Figure 1. The metal 4 layer (run 1).
Scale bar: 50 µm. Supply wires on this layer in grey.
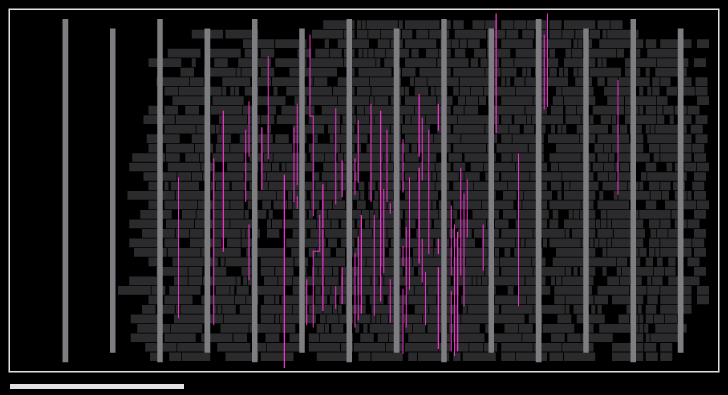
Figure 2. Cell classes on the final placement (run 1).
Scale bar: 50 µm. Fill, decap, tap and diode cells in grey.
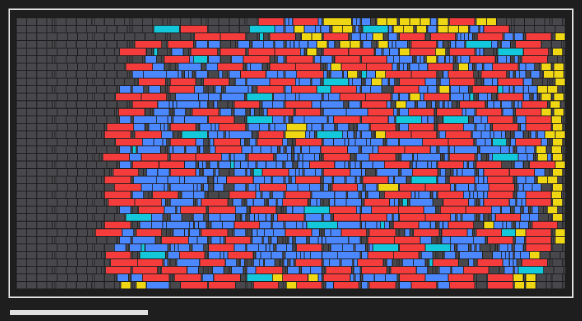
Figure 3. Placement density heat map (run 1).
20 x 10 tiles, from white (low) to dark blue (high), 0 to 100% covered.
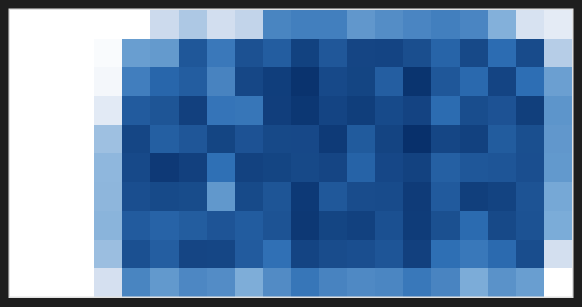
Figure 4. Signal wires on met1 (run 1).
Supply wires on this layer in grey.
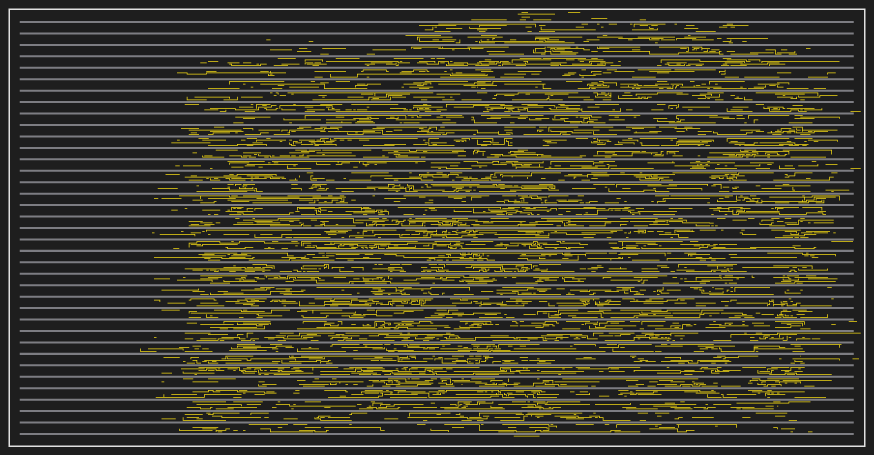
<file path="config.mk">
export PLATFORM = sky130hd
export DESIGN_NAME = bht_access_scheduler
export DESIGN_NICKNAME = d
export VERILOG_FILES = /design/src/rtl/bht_access_scheduler.sv
export SDC_FILE = /design/constraint.sdc
export NUM_CORES = 1
export LEC_CHECK = 0
export CORE_ASPECT_RATIO = 0.5
export CORE_MARGIN = 2
export CORE_UTILIZATION = 60
export DETAILED_ROUTE_END_ITERATION = 10
export GPL_TIMING_DRIVEN = 0
export PLACE_DENSITY = 0.93
export REMOVE_ABC_BUFFERS = 1
export SYNTH_ARGS = -nofsm -noshare
export SYNTH_HDL_FRONTEND = slang
export SYNTH_SLANG_ARGS = --single-unit
</file>
<file path="constraint.sdc">
create_clock -name i_clk -period 11.2 [get_ports i_clk]
set_input_delay 1.68 -clock i_clk [delete_from_list [all_inputs] [get_ports i_clk]]
set_output_delay 1.68 -clock i_clk [all_outputs]
set_load 0.01 [all_outputs]
</file>
<file path="src/rtl/bht_access_scheduler.sv">
// Branch history table controller: one access port shared between fetch lookups and
// resolve read-modify-write updates, with an in-order in-flight queue and accuracy stats.
module bht_access_scheduler #(
  parameter int unsigned M    = 64,
  parameter int unsigned N    = 2,
  parameter int unsigned Q    = 4,
  parameter int unsigned PC_W = 9
) (
  input  logic                 i_clk,
  input  logic                 i_reset,
  input  logic                 i_flush,
  input  logic                 i_lk_valid,
  input  logic [PC_W-1:0]      i_lk_pc,
  output logic                 o_lk_ready,
  output logic                 o_pred_valid,
  output logic                 o_pred_taken,
  input  logic                 i_res_valid,
  input  logic                 i_res_taken,
  output logic                 o_res_ready,
  output logic [$clog2(Q):0]   o_inflight,
  output logic                 o_busy,
  output logic [31:0]          o_total_predictions,
  output logic [31:0]          o_correct_predictions
);

  localparam int unsigned IW = $clog2(M);
  localparam int unsigned QW = (Q > 1) ? $clog2(Q) : 1;
  localparam int unsigned CW = $clog2(Q) + 1;
  localparam logic [N-1:0] WeakNt = N'((N == 2) ? 1 : 0);
  localparam logic [N-1:0] CntMax = '1;

  typedef enum logic [1:0] {StIdle, StUpdRd, StUpdWr} state_e;

  state_e          r_state, w_state_next;
  logic [N-1:0]    r_table [M];
  logic [IW-1:0]   r_q_idx [Q];
  logic            r_q_pred [Q];
  logic [QW-1:0]   r_wr_ptr, r_rd_ptr;
  logic [CW-1:0]   r_count;
  logic [IW-1:0]   r_h_idx;
  logic            r_h_pred, r_h_out;
  logic [N-1:0]    r_rd_cnt;
  logic            r_pred_valid, r_pred_taken;
  logic [31:0]     r_total, r_correct;

  logic [IW-1:0]   w_idx;
  logic            w_lk_pred, w_lk_acc, w_res_acc, w_nonempty;
  logic [N-1:0]    w_upd_cnt;

  assign w_idx      = i_lk_pc[IW-1:0];
  assign w_lk_pred  = r_table[w_idx][N-1];
  assign w_nonempty = (r_count != '0);

  // Resolve wins the port over a lookup presented in the same cycle.
  assign o_res_ready = (r_state == StIdle) & w_nonempty & ~i_flush;
  assign o_lk_ready  = (r_state == StIdle) & (r_count < CW'(Q)) & ~i_flush &
                       ~(i_res_valid & w_nonempty);
  assign w_lk_acc    = i_lk_valid & o_lk_ready;
  assign w_res_acc   = i_res_valid & o_res_ready;

  assign o_inflight            = r_count;
  assign o_busy                = (r_state != StIdle);
  assign o_pred_valid          = r_pred_valid;
  assign o_pred_taken          = r_pred_taken;
  assign o_total_predictions   = r_total;
  assign o_correct_predictions = r_correct;

  always_comb begin
    w_upd_cnt = r_rd_cnt;
    if (r_h_out) begin
      if (r_rd_cnt != CntMax) w_upd_cnt = r_rd_cnt + N'(1);
    end else begin
      if (r_rd_cnt != '0) w_upd_cnt = r_rd_cnt - N'(1);
    end
  end

  always_comb begin
    w_state_next = r_state;
    unique case (r_state)
      StIdle:  if (w_res_acc) w_state_next = StUpdRd;
      StUpdRd: w_state_next = StUpdWr;
      StUpdWr: w_state_next = StIdle;
      default: w_state_next = StIdle;
    endcase
  end

  always_ff @(posedge i_clk or posedge i_reset) begin
    if (i_reset) r_state <= StIdle;
    else         r_state <= w_state_next;
  end

  always_ff @(posedge i_clk or posedge i_reset) begin
    if (i_reset) begin
      for (int i = 0; i < M; i++) r_table[i] <= WeakNt;
    end else if (r_state == StUpdWr) begin
      r_table[r_h_idx] <= w_upd_cnt;
    end
  end

  always_ff @(posedge i_clk or posedge i_reset) begin
    if (i_reset) begin
      for (int i = 0; i < Q; i++) begin
        r_q_idx[i]  <= '0;
        r_q_pred[i] <= 1'b0;
      end
      r_wr_ptr     <= '0;
      r_rd_ptr     <= '0;
      r_count      <= '0;
      r_h_idx      <= '0;
      r_h_pred     <= 1'b0;
      r_h_out      <= 1'b0;
      r_rd_cnt     <= '0;
      r_pred_valid <= 1'b0;
      r_pred_taken <= 1'b0;
      r_total      <= '0;
      r_correct    <= '0;
    end else begin
      r_pred_valid <= w_lk_acc;
      if (w_lk_acc) begin
        r_pred_taken       <= w_lk_pred;
        r_q_idx[r_wr_ptr]  <= w_idx;
        r_q_pred[r_wr_ptr] <= w_lk_pred;
      end
      if (w_res_acc) begin
        r_h_idx  <= r_q_idx[r_rd_ptr];
        r_h_pred <= r_q_pred[r_rd_ptr];
        r_h_out  <= i_res_taken;
      end
      if (r_state == StUpdRd) r_rd_cnt <= r_table[r_h_idx];
      if (r_state == StUpdWr) begin
        r_total <= r_total + 32'd1;
        if (r_h_pred == r_h_out) r_correct <= r_correct + 32'd1;
      end
      // Flush drops everything queued; an already-popped update still finishes.
      if (i_flush) begin
        r_wr_ptr <= '0;
        r_rd_ptr <= '0;
        r_count  <= '0;
      end else begin
        if (w_lk_acc) begin
          r_wr_ptr <= r_wr_ptr + QW'(1);
          r_count  <= r_count + CW'(1);
        end else if (w_res_acc) begin
          r_rd_ptr <= r_rd_ptr + QW'(1);
          r_count  <= r_count - CW'(1);
        end
      end
    end
  end

endmodule

</file>
==> results_slide.txt, run 1 <==
Synthesis and Place & Route Summary

Status
  – Status: complete, no violations

Yosys
  – Post-synth EDFFs: 0
  – Yosys xor share: 0.0494
  – Syn avg cell area: 12.5 µm²
  – Main logic family: multiplexers
  – Ys flop type: dfrtp_1
  – Synth Warn #: 0
  – Max-area cell share: 0.373
  – Post-synth area hogs: dfrtp_1 37%, dfstp_2 14%, mux2_2 14%, mux4_2 6.6%, xnor2_1 3.5%
  – Synthesis area per yosys: ~12000 µm²
  – Cell Area, Synth: between 10000 and 15000 µm²
  – Yosys simple share: 0.116
  – Cells after synthesis: 952

Cells and area
  – CLK BUF: 33
  – Top Layout Cells: 174 x dfrtp_1, 149 x mux2_2, 94 x nand2_1, 83 x clkdlybuf4s50_1, 67 x nor2_1
  – Seq/total area: 0.451
  – Largest Register: r_table
  – Most instantiated logic cell after routing: dfrtp_1
  – Combinational share of cell area: 0.402
  – Final instance area: between 10000 and 15000 µm²
  – Comb. cell area: about 5400 µm²
  – Share of cells above drive strength 1: 0.307
  – Clock-cell share of area: 0.0490
  – Bufs w/o clock: 87
  – Flop area: roughly 6100 µm²
  – Area grow syn2layout: 14.1%
  – Final #Nets: ~1000

GRT
  – Met2 usage: 0.491
  – Via count of the first global-routing pass: 8802
  – Met1 Use GR: 0.372

Critical path
  – Worst reg-to-reg setup slack: 7.67 ns
  – Worst reg-to-reg path cell count: 4
  – CP endpoint: o_lk_ready
  – Worst-path cell chain: clkdlybuf4s50_1 > or3_1 > nor3_2 > clkdlybuf4s50_1
  – CP Launch Point: i_flush
  – Worst Path Arrival: around 3.5 ns
  – Crit Path Class: in2out
  – Startpoint types: primary input
  – Cell family with most CP delay: buffers and inverters
  – Worst path depth: 4
  – Reg2Reg Launch Point: r_h_idx[2]
  – Reg-to-reg endpoint: r_table[35]

Pwr
  – Pint: ~1800 µW
  – Leak: around 0.0058 µW
  – Total chip power: between 2000 and 3000 µW
  – Comb group: approximately 800 µW
  – Clock group: around 730 µW
  – Clk pwr share: 0.261

Detailed routing
  – Total number of vias: around 8500
  – Top Layer Used: met4
  – Avg WL per Cell: ~23 µm
  – DRT Pass-1 Iters: 5
  – Final wirelength: ~30 mm

Min path
  – Hold_sp: o_correct_predictions[31]
  – Hold path cells: 1
  – Hold Path Class: reg2reg

Clocking
  – Clock Tree Root: clkbuf_16
  – Hold buffers post-CTS: 0
  – Post-cts resize count: 0
  – CTS tree: built
  – Late-Pin Clk Latency: about 0.51 ns

Final timing
  – Final period util: 0.463
  – Final setup fails: 0
  – Setup TNS: 0 ns
  – Hold Vio Cnt, Final: 0
  – Max-slew headroom: 0.157
  – Max-slew violation count: 0
  – RSZ-0062 raised after global routing: no
  – Worst Skew: 0.0131 ns

Job
  – Tool warnings: 35

Floorplan
  – Die Y: approximately 100 µm
## Picture notes: Figure 1
wire length on this layer: 1400 µm
main direction: vertical
longest straight run: 55.1 µm
share of all routed wire: 4.7%

## Picture notes: Figure 2
[other buffers and delay cells] yellow | cells: 87 | share of their area: 6.9%
[all other logic] blue | cells: 665 | share of their area: 42%
[flip-flops] red | cells: 241 | share of their area: 46%
[clock drivers and dummy loads] cyan | cells: 38 | share of their area: 5.0%

## Picture notes: Figure 3
fullest tile: 100%
nearly empty tiles: 17%
emptiest ninth of the die: upper left
tiles over 75% full: 54%
mean over tiles: 63%

## Picture notes: Figure 4
share of all routed wire: 38%
nets with wire on the layer: 954
main direction: horizontal
wire length on this layer: 11300 µm

--- run 2 (diff from run 1) ---
--- a/config.mk
+++ b/config.mk
@@ -7,10 +7,10 @@
 export LEC_CHECK = 0
 export CORE_ASPECT_RATIO = 0.5
 export CORE_MARGIN = 2
-export CORE_UTILIZATION = 60
+export CORE_UTILIZATION = 53
 export DETAILED_ROUTE_END_ITERATION = 10
 export GPL_TIMING_DRIVEN = 0
-export PLACE_DENSITY = 0.93
+export PLACE_DENSITY = 0.88
 export REMOVE_ABC_BUFFERS = 1
 export SYNTH_ARGS = -nofsm -noshare
 export SYNTH_HDL_FRONTEND = slang
==> constraint.sdc (replaced) <==
create_clock -name i_clk -period 4.7 [get_ports i_clk]
set_input_delay 0.705 -clock i_clk [delete_from_list [all_inputs] [get_ports i_clk]]
set_output_delay 0.705 -clock i_clk [all_outputs]
set_load 0.01 [all_outputs]
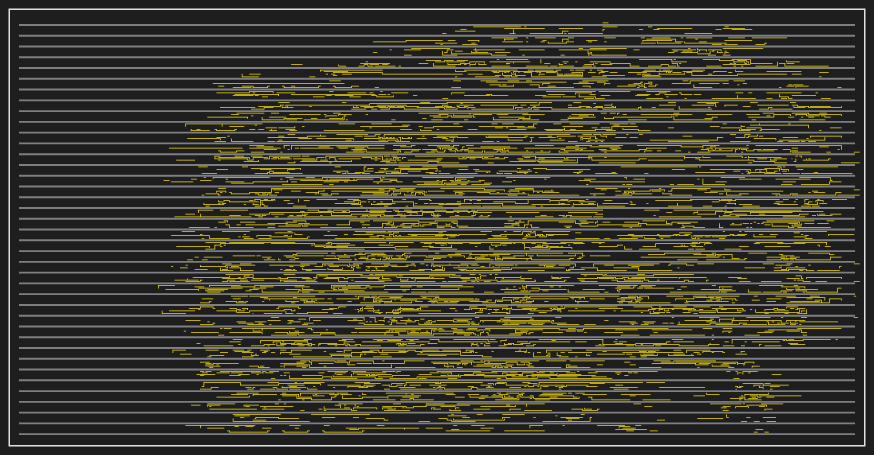
Figure 5: run 2, signal wires on met1.
Supply wires on this layer in grey.
final wirelength: 28.3 mm
met1 Use GR: 0.322
total number of vias: 8247

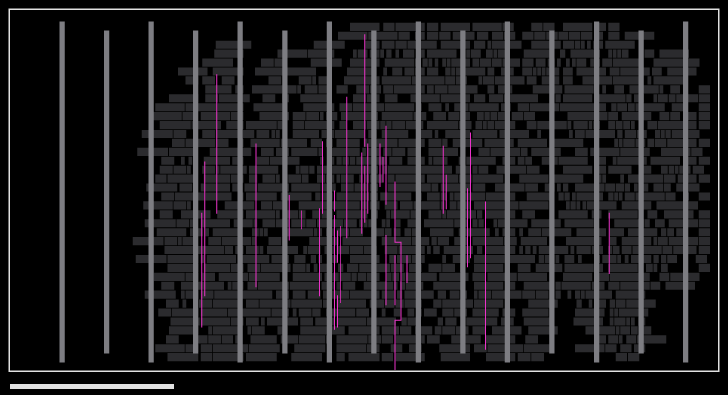
Figure 6: run 2, the metal 4 layer.
Scale bar: 50 µm. Supply wires on this layer in grey.
wire length on this layer: 756 µm
longest straight run: 44.9 µm
main direction: vertical

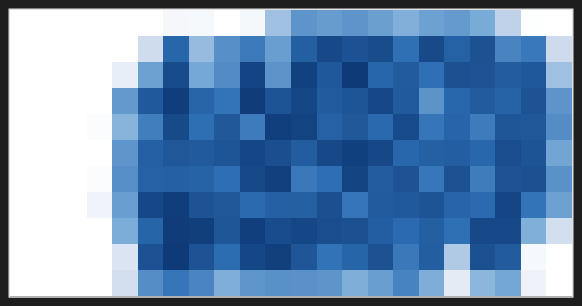
Figure 7: run 2, placement density heat map.
22 x 11 tiles, from white (low) to dark blue (high), 0 to 100% covered.
fullest tile: 96%
emptiest ninth of the die: upper left
mean over tiles: 56%
nearly empty tiles: 21%
tiles over 75% full: 47%

==> run 2 against run 1 <==
First-iteration DRC count increased by 12%; non-clock buffer count unchanged; clock-buffer cell count decreased by 6; sequential power increased by 140%; wire length decreased by 5.4%; design area increased by 1.3%; worst hold slack got worse by 0.014 ns; clock skew increased by 0.0072 ns.
==> results_slide.txt, run 2 <==
Synthesis and Place & Route Summary

Cells and area
  – Clock-cell share of area: 0.0579
  – Most instantiated logic cell after routing: dfrtp_1
  – Combinational share of cell area: 0.397
  – Top Layout Cells: 174 x dfrtp_1, 149 x mux2_2, 94 x nand2_1, 83 x clkdlybuf4s50_1, 67 x nor2_1
  – Flop area: slightly above 6000 µm²
  – Comb. cell area: 5450 µm²
  – Share of cells above drive strength 1: 0.313
  – Bufs w/o clock: 87
  – CLK BUF: 27
  – Seq/total area: 0.445

Final timing
  – Setup TNS: 0 ns
  – Final period util: 0.710
  – Final setup fails: 0
  – Worst Skew: 0.0203 ns
  – Hold Vio Cnt, Final: 0
  – Max-slew violation count: 0

Clocking
  – Post-cts resize count: 0
  – Hold buffers post-CTS: 0
  – CTS tree: built
  – Late-Pin Clk Latency: a little over 0.5 ns

Critical path
  – Crit Path Class: in2reg
  – Cell family with most CP delay: buffers and inverters
  – Worst path depth: 7
  – Worst Path Arrival: ~3.7 ns
  – Reg-to-reg endpoint: r_table[83]
  – Startpoint types: primary input
  – Worst-path cell chain: clkdlybuf4s50_1 > mux4_2 > and2_1 > a211oi_1 > a21oi_1 > a32oi_2 > o21ai_1
  – CP endpoint: r_q_pred[1]
  – Worst reg-to-reg setup slack: approximately 1.5 ns
  – Reg2Reg Launch Point: r_h_idx[2]
  – Worst reg-to-reg path cell count: 4

Pwr
  – Comb group: approximately 1900 µW
  – Leak: 0.00585 µW

Yosys
  – Yosys xor share: 0.0494
  – Synth Warn #: 0
  – Synthesis area per yosys: 11900 µm²
  – Syn avg cell area: around 12 µm²
  – Ys flop type: dfrtp_1
  – Cell Area, Synth: roughly 12000 µm²
  – Main logic family: multiplexers
  – Yosys simple share: 0.116
  – Cells after synthesis: 952
  – Post-synth area hogs: dfrtp_1 37%, dfstp_2 14%, mux2_2 14%, mux4_2 6.6%, xnor2_1 3.5%
  – Max-area cell share: 0.373

Min path
  – Hold path cells: 1
  – Hold Path Class: reg2reg
  – Hold_sp: o_total_predictions[31]

Status
  – Status: complete, no violations

Detailed routing
  – Avg WL per Cell: 21.2 µm
  – DRT Pass-1 Iters: 7
  – Top Layer Used: met4

Job
  – Tool warnings: 35

GRT
  – Via count of the first global-routing pass: roughly 8500
Figure 8. Cell classes on the final placement (run 2).
Scale bar: 50 µm. Fill, decap, tap and diode cells in grey.
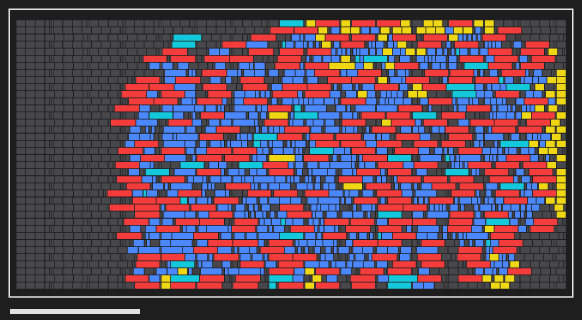

--- run 3 (diff from run 2) ---
--- a/config.mk
+++ b/config.mk
@@ -7,10 +7,10 @@
 export LEC_CHECK = 0
 export CORE_ASPECT_RATIO = 0.5
 export CORE_MARGIN = 2
-export CORE_UTILIZATION = 53
+export CORE_UTILIZATION = 59
 export DETAILED_ROUTE_END_ITERATION = 10
 export GPL_TIMING_DRIVEN = 0
-export PLACE_DENSITY = 0.88
+export PLACE_DENSITY = 0.92
 export REMOVE_ABC_BUFFERS = 1
 export SYNTH_ARGS = -nofsm -noshare
 export SYNTH_HDL_FRONTEND = slang
==> constraint.sdc (replaced) <==
create_clock -name i_clk -period 3.4 [get_ports i_clk]
set_input_delay 0.51 -clock i_clk [delete_from_list [all_inputs] [get_ports i_clk]]
set_output_delay 0.51 -clock i_clk [all_outputs]
set_load 0.01 [all_outputs]
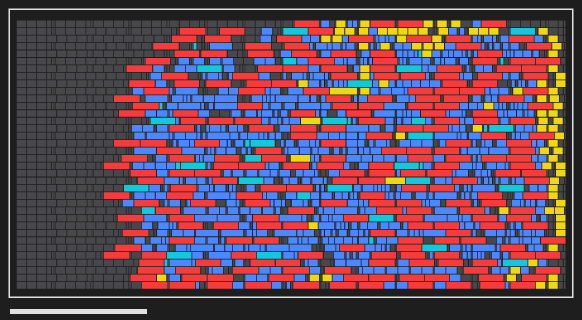
Figure 9: run 3, cell classes on the final placement.
Scale bar: 50 µm. Fill, decap, tap and diode cells in grey.
# rows: 36
utilization after layout: 0.692
final instance area: 13600 µm²

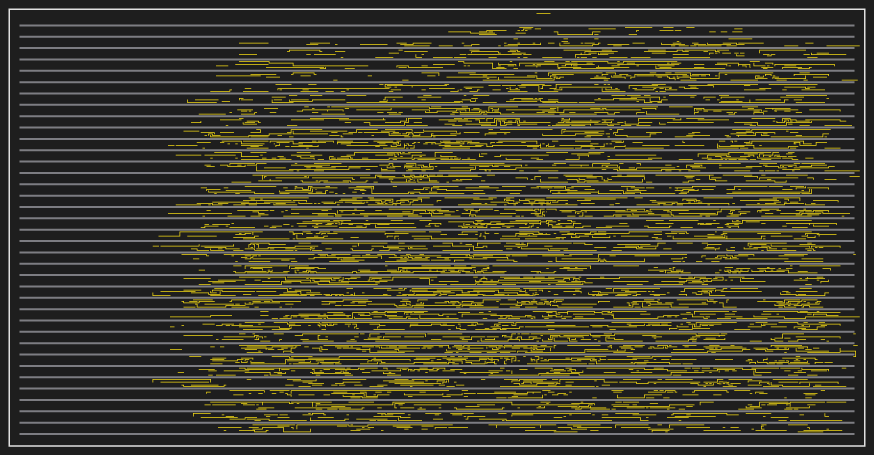
Figure 10: run 3, signal wires on met1.
Supply wires on this layer in grey.
longest straight run: 37.7 µm
main direction: horizontal

==> run 3 against run 2 <==
Global-route usage up 4.4 points; clock skew up 0.0049 ns; highest routed layer unchanged; clock-buffer cell count up 7; register-to-register slack worse by 1.3 ns; largest cell class unchanged; clock power up 19%.
==> results_slide.txt, run 3 <==
Synthesis and Place & Route Summary

Final timing
  – Worst Skew: about 0.025 ns
  – Max-slew headroom: 0.0865
  – Setup TNS: 0 ns
  – Final setup fails: 0
  – Final period util: 0.923
  – RSZ-0062 raised after global routing: no
  – Hold Vio Cnt, Final: 0
  – Max-slew violation count: 0

Yosys
  – Post-synth area hogs: dfrtp_1 37%, dfstp_2 14%, mux2_2 14%, mux4_2 6.6%, xnor2_1 3.5%
  – Synth Warn #: 0
  – Synthesis area per yosys: approximately 12000 µm²
  – Ys flop type: dfrtp_1
  – Post-synth EDFFs: 0
  – Cells after synthesis: between 900 and 1000
  – Main logic family: multiplexers
  – Syn avg cell area: ~12 µm²
  – Yosys xor share: 0.0494
  – Yosys simple share: 0.116
  – Cell Area, Synth: 11900 µm²
  – Max-area cell share: 0.373

Status
  – Status: complete, no violations

Floorplan
  – Die Y: ~100 µm

Min path
  – Hold Path Class: reg2reg
  – Hold_sp: o_correct_predictions[31]
  – Hold path cells: 1

Critical path
  – Startpoint types: flip-flop
  – CP endpoint: r_table[43]
  – Reg-to-reg endpoint: r_table[43]
  – Crit Path Class: reg2reg
  – Worst-path cell chain: inv_2 > nor4_4 > nand2_1 > mux2_2
  – CP Launch Point: r_h_idx[1]
  – Reg2Reg Launch Point: r_h_idx[1]
  – CP Data Required Time: between 3 and 4 ns
  – Worst reg-to-reg setup slack: between 0.2 and 0.3 ns
  – Worst Path Arrival: between 3 and 4 ns
  – Worst path depth: 4
  – Worst reg-to-reg path cell count: 4

Clocking
  – Clock Tree Root: clkbuf_16
  – Post-cts resize count: 1
  – Late-Pin Clk Latency: around 0.53 ns
  – Hold buffers post-CTS: 0
  – CTS tree: built

GRT
  – Met2 usage: 0.461
  – Met1 Use GR: 0.381
  – Via count of the first global-routing pass: slightly below 9000

Cells and area
  – Largest Register: r_table
  – Combinational share of cell area: 0.402
  – Layout non-clock buf frac: 0.0677
  – Top Layout Cells: 174 x dfrtp_1, 149 x mux2_2, 94 x nand2_1, 83 x clkdlybuf4s50_1, 67 x nor2_1
  – Bufs w/o clock: 87
  – Flop area: approximately 6100 µm²
  – CLK BUF: 34
  – Seq/total area: 0.451
  – Share of cells above drive strength 1: 0.308
  – Most instantiated logic cell after routing: dfrtp_1
  – Comb. cell area: 5450 µm²
  – # fillers: around 1200
  – Clock-cell share of area: 0.0492
  – Final #Nets: around 1000

Pwr
  – Leak: approximately 0.0058 µW
  – Clock group: between 2000 and 2500 µW
  – Pint: just under 6000 µW
  – Clk pwr share: 0.257
  – Total chip power: 9180 µW

Detailed routing
  – Avg WL per Cell: approximately 23 µm
  – Remaining antenna violation count: 0
  – Top Layer Used: met4
  – DRT Pass-1 Iters: 5
  – Final wirelength: 29.9 mm
  – Routed met2 length: about 14 mm
  – Total number of vias: between 8000 and 9000

Job
  – Tool warnings: 35

Placed design
  – Placer Congestion: about 0.86
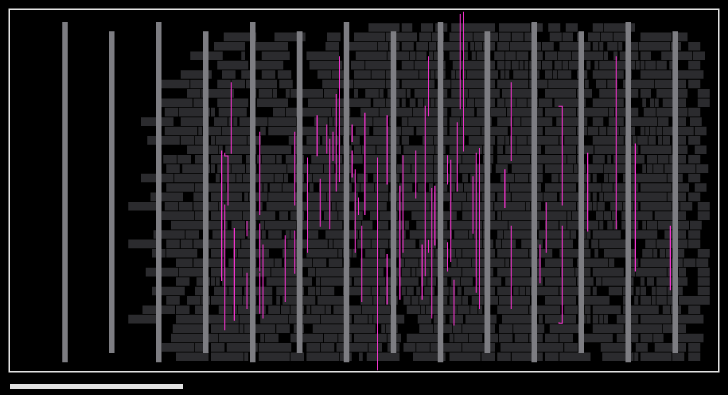
Figure 11: run 3, the metal 4 layer.
Scale bar: 50 µm. Supply wires on this layer in grey.
share of all routed wire: 4.5%
longest straight run: 61.2 µm
main direction: vertical
wire length on this layer: 1350 µm
nets with wire on the layer: 48

Power figures rest on the tool's default switching activity, not on a simulated workload.
